### src/rtl/unpacked_array_arbiter.sv
// Write-side controller for an unpacked register array: round-robin arbitration
// between two requesters plus a sequenced broadcast fill, one entry per cycle.
module unpacked_array_arbiter #(
    parameter  int DEPTH = 8,
    parameter  int WIDTH = 8,
    localparam int AW    = $clog2(DEPTH)
) (
    input  logic             i_clk,
    input  logic             i_rst_n,
    input  logic             i_req_0,
    input  logic             i_req_1,
    input  logic [AW-1:0]    i_addr_0,
    input  logic [AW-1:0]    i_addr_1,
    input  logic [WIDTH-1:0] i_data_0,
    input  logic [WIDTH-1:0] i_data_1,
    output logic             o_gnt_0,
    output logic             o_gnt_1,
    input  logic             i_fill,
    input  logic [WIDTH-1:0] i_fill_data,
    output logic             o_busy,
    output logic             o_done,
    output logic [WIDTH-1:0] o_x [DEPTH-1:0]
);

    typedef enum logic {
        IDLE,
        FILL
    } state_t;

    localparam logic [AW:0] CNT_LAST = (AW+1)'(DEPTH - 1);
    localparam logic [AW:0] CNT_ONE  = (AW+1)'(1);

    state_t           state;
    state_t           state_next;
    logic [AW:0]      cnt;
    logic [WIDTH-1:0] fill_val;
    logic             ptr;          // 1: requester 1 wins the next tie
    logic             gnt_0;
    logic             gnt_1;
    logic             fill_start;
    logic             fill_last;

    always_ff @(posedge i_clk or negedge i_rst_n) begin
        if (!i_rst_n) begin
            state <= IDLE;
        end else begin
            state <= state_next;
        end
    end

    // Grants are gated by reset so they drop asynchronously with it.
    always_comb begin
        state_next = state;
        gnt_0      = 1'b0;
        gnt_1      = 1'b0;
        fill_start = 1'b0;
        fill_last  = 1'b0;
        case (state)
            IDLE: begin
                if (i_fill) begin
                    fill_start = 1'b1;
                    state_next = FILL;
                end else if (i_rst_n) begin
                    if (i_req_0 && (!i_req_1 || !ptr)) begin
                        gnt_0 = 1'b1;
                    end else if (i_req_1) begin
                        gnt_1 = 1'b1;
                    end
                end
            end
            FILL: begin
                if (cnt == CNT_LAST) begin
                    fill_last  = 1'b1;
                    state_next = IDLE;
                end
            end
            default: begin
                state_next = IDLE;
            end
        endcase
    end

    always_ff @(posedge i_clk or negedge i_rst_n) begin
        if (!i_rst_n) begin
            cnt      <= '0;
            fill_val <= '0;
            ptr      <= 1'b0;
            o_done   <= 1'b0;
        end else begin
            o_done <= fill_last;
            if (fill_start) begin
                cnt      <= '0;
                fill_val <= i_fill_data;
            end else if (state == FILL) begin
                cnt <= cnt + CNT_ONE;
            end
            if (gnt_0) begin
                ptr <= 1'b1;
            end else if (gnt_1) begin
                ptr <= 1'b0;
            end
        end
    end

    always_ff @(posedge i_clk or negedge i_rst_n) begin
        if (!i_rst_n) begin
            for (int unsigned i = 0; i < DEPTH; i++) begin
                o_x[i] <= '0;
            end
        end else if (state == FILL) begin
            o_x[cnt[AW-1:0]] <= fill_val;
        end else if (gnt_0) begin
            o_x[i_addr_0] <= i_data_0;
        end else if (gnt_1) begin
            o_x[i_addr_1] <= i_data_1;
        end
    end

    assign o_gnt_0 = gnt_0;
    assign o_gnt_1 = gnt_1;
    assign o_busy  = (state == FILL);

endmodule

### config.mk
export PLATFORM = sky130hd
export DESIGN_NAME = unpacked_array_arbiter
export DESIGN_NICKNAME = d
export VERILOG_FILES = /design/src/rtl/unpacked_array_arbiter.sv
export SDC_FILE = /design/constraint.sdc
export NUM_CORES = 1
export LEC_CHECK = 0
export ABC_CLOCK_PERIOD_IN_PS = 3300
export CAP_MARGIN = 20
export CORE_MARGIN = 2
export CORE_UTILIZATION = 45
export DETAILED_ROUTE_END_ITERATION = 10
export PLACE_DENSITY_LB_ADDON = 0.1
export SYNTH_ARGS = -nofsm -noshare
export SYNTH_HDL_FRONTEND = slang
export SYNTH_SLANG_ARGS = --single-unit
### constraint.sdc
create_clock -name i_clk -period 3.3 [get_ports i_clk]
set_input_delay 0.66 -clock i_clk [delete_from_list [all_inputs] [get_ports i_clk]]
set_output_delay 0.66 -clock i_clk [all_outputs]
set_load 0.005 [all_outputs]
Figure 1. Signal wires on met2.
Drawn at 4 px/um.
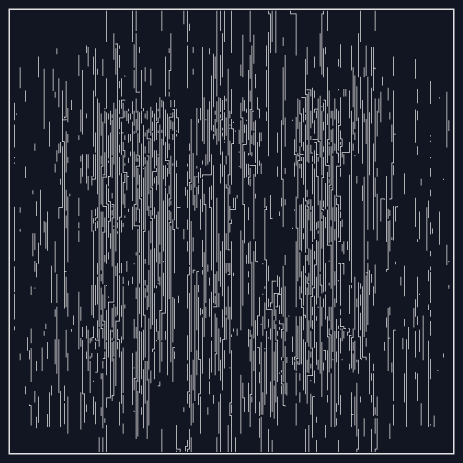
share of all routed wire: 43%
nets with wire on the layer: 548
main direction: vertical
met2 usage: 41.6%
final wirelength: 17.3 mm
vias: 4828

==> results_dict.tcl <==
# place-and-route summary
set metrics [dict create \
    outcome "finished, final reports clean" \
    clkTransAtPathRegs_ps 60 \
    slew_viol_final 0 \
    p_leak_uw 0.00266 \
    fillers 955 \
    netlist_instances 515 \
    finalSetupViolCount 0 \
    antenna_found_initial 0 \
    path_common_cell "clkdlybuf4s50_1" \
    cts_root_buffer "clkbuf_16" \
    fin_tns_setup_ps 0 \
    cts_buffers 9 \
    dp_hpwl_mm 11.9 \
    viasPerCell 6.50 \
    grt_pass1_wl_mm 27.1 \
    grt_max_degree 76 \
    slew_headroom_pct 35.7 \
    yosys_warnings 0 \
    hp-class "primary input to async pin" \
    max_freq_ghz 0.339 \
    end_kind "output pin" \
    flop_area_sq_um 1980 \
    post-place-ws_ps 342 \
    edf_count 0 \
    crit_slowest_cell "clkdlybuf4s50_1" \
    cp.required_ps 2640 \
    rows 38 \
    routedWlPerCell_um 23.3 \
    coreArea_sq_um 11000 \
    avgSynthCellArea_sq_um 9.96 \
    postRouteAntennaNets 0 \
    finalHoldViolCount 0 \
    vdd_drop_max_uv 542 \
    core_util_floorplan_pct 46.7 \
    logic_area_sq_um 2880 \
    cts.sinks 79 \
    cp-start-kind "primary input" \
    yosys-top-cells-count "dfrtp_1, nand4_1, o211ai_1" \
    setup_slack_ps 353 \
    ys_ff 79 \
    synthArstFlopShare_pct 100 \
    critPathKind "primary input to output pin" \
    reg2reg_slack_ps 790 \
    synth_area_sq_um 5130 \
    die_area_sq_um 12300 \
    cts_hold_buffers 0 \
    nets 634 \
    ys_area_sq_um 5130 \
    power.density_nw_per_um2 849 \
    maxCapViolations 0 \
    ys_top_cells_by_area "dfrtp_1, mux2_4, nand4_1, o211ai_1, mux2_2" \
    cts_max_level 3 \
    routabilityCongestion 0.924 \
    ys_cells 515 \
    crit_chain "clkdlybuf4s50_1 -> or3b_1 -> nor2_1 -> clkdlybuf4s50_1" \
    yosysUniqueCellTypes 63 \
    top_cell "dfrtp_1" \
    grt_usage_pct 28.4 \
    ys_seq_share_pct 38.5 \
    final_layout_size_suffix_gt1_share_pct 17.4 \
    tritoncts "done" \
    cts_repair_resize_count 0 \
    ff_type "dfrtp_1" \
    drc 0 \
    top_cell_area_share_pct 38.5 \
    drt_iter0_markers 456 \
    crit_arrival_ps 2290 \
    warnings 26 \
    clkLatencyLatePin_ps 350 \
    grt_pass1_vias 4816 \
    drt_first_pass_iters 6 \
    period_used_pct 89.3 \
    worstPathMaxFanout 2 \
    worstMarginPinSlew_ps 965 \
    post-route-min-period_ps 2950 \
    cts_setup_buffers 0 \
    synth_top_cell_by_area "dfrtp_1" \
    finClkSkew_ps 4.39 \
    synth_nets 551 \
    cts_buffer_depth 2 \
    syn_to_final_growth_pct 28.6 \
    rsz0062_at_grt "false" \
    overflow 0 \
    pin_count 103 \
    num_antenna_cells 0 \
    critPathMaxStageDelay_ps 560 \
]
Figure 2. Pin placement.
Drawn at 4 px/um. Pins as bars across the die edge, other pins in gray.
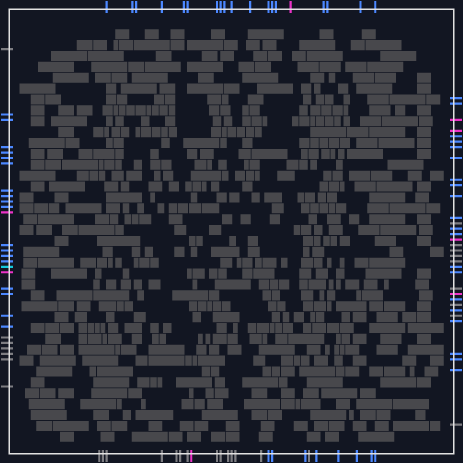
legend:
  o_gnt_0:
    color: cyan
    pins: 1
    direction: output
    edge: left
  i_data_0:
    color: magenta
    pins: 8
    direction: input
    edge: 4 right, 2 left, 1 top, 1 bottom
  o_x:
    color: blue
    pins: 64
    direction: output
    edge: 20 right, 18 left, 18 top, 8 bottom
all pins by edge: 33 right, 28 left, 23 bottom, 19 top
Die Height: 111 um
Port Buf Inserts: 102
die width: 111 um

## placed cells by master, fill, tap and decap left out, types with 3 or more instances in the layout
cell type / instances
dfrtp_1: 78
buf_4: 28
and3_1: 13
o21ai_0: 15
nor2_1: 13
and2_1: 5
mux2_2: 24
nor2b_1: 13
nand4_1: 47
o32a_1: 5
a21oi_1: 5
a222oi_1: 4
a221o_1: 13
mux2_1: 13
nor3b_1: 6
and3b_1: 8
mux2_4: 22
nor3b_2: 3
nand2b_1: 5
nand2_1: 31
nand3_1: 29
inv_1: 8
clkbuf_16: 9
mux2i_1: 4
o22a_1: 3
o211ai_1: 39
nor4b_1: 3
clkdlybuf4s50_1: 101
o21ai_1: 6
## final cells by class
type | instances | area share, %
multi-input combinational | 370 | 43.6
sequential | 79 | 30.0
timing repair buffer | 130 | 18.8
clock buffer | 11 | 3.68
tap | 140 | 2.65
clock inverter | 5 | 0.853
inverter | 8 | 0.455
## per-layer routing
metal  global-route usage [%]  part of all wire [%]
met4                     14.3                   4.4
met1                     39.2                    42
met2                     41.6                    43
met3                     6.56                    11
met5                        0                     0
## metrics by stage
stage / hold slack [ps] / instances / utilization [%] / power, uW / area [sq um]
finish: 137 / 743 / 60.1 / 5600 / 6600
global route: 134 / 743 / 60.1 / 5890 / 6600
CTS: 133 / 743 / 60.1 / 5570 / 6600
detailed placement: 474 / 727 / 57.4 / 4520 / 6300
global placement: 472 / 727 / 57.4 / 4460 / 6300
floorplan: 364 / 515 / - / 3330 / 5130
## sequential cells by signal (all words and copies together) (netlist names)
name and flops:
cnt 4, fill_val 8, o_busy 1, o_done 1
o_x 64, ptr 1
## cell families after synthesis
| logic type | after synthesis | synth area share (%) |
|---|---|---|
| DFF | 79 | 38.5 |
| AOI/OAI and AO/OA | 114 | 17.7 |
| and+or+nand+nor | 191 | 22.2 |
| muxes | 63 | 15.3 |
| buffers and inverters | 66 | 5.78 |
| xor gates and xnor gates | 1 | 0.171 |
| adders and majority gates | 1 | 0.244 |
## worst paths after layout
path	cells past startpoint	startpoint	endpoint
worst min-delay path	1	i_rst_n	cnt[2]$_DFFE_PN0P_
worst max-delay path	4	i_fill	o_gnt_0
min in group i_clk	1	o_x[33]$_DFFE_PN0P_	o_x[33]$_DFFE_PN0P_
worst min register to register	1	o_x[33]$_DFFE_PN0P_	o_x[33]$_DFFE_PN0P_
worst max register to register	6	o_busy$_DFF_PN0_	o_x[3]$_DFFE_PN0P_
max in group asynchronous	2	i_rst_n	o_x[50]$_DFFE_PN0P_
## where the power goes
part / internal, uW / leakage, uW / switching [uW]
Combinational: 1460 / 0.00148 / 1270
Sequential: 1360 / 0.00104 / 488
Clock: 607 / 0.000146 / 414
Total: 3430 / 0.00266 / 2170
## critical path, delay by kind of cell
kind	cells	cell delay [ps]
AND/OR/NAND/NOR	2	650
buffers and inverters	2	970
No activity file was given, so power comes from the tool's default toggle rates.
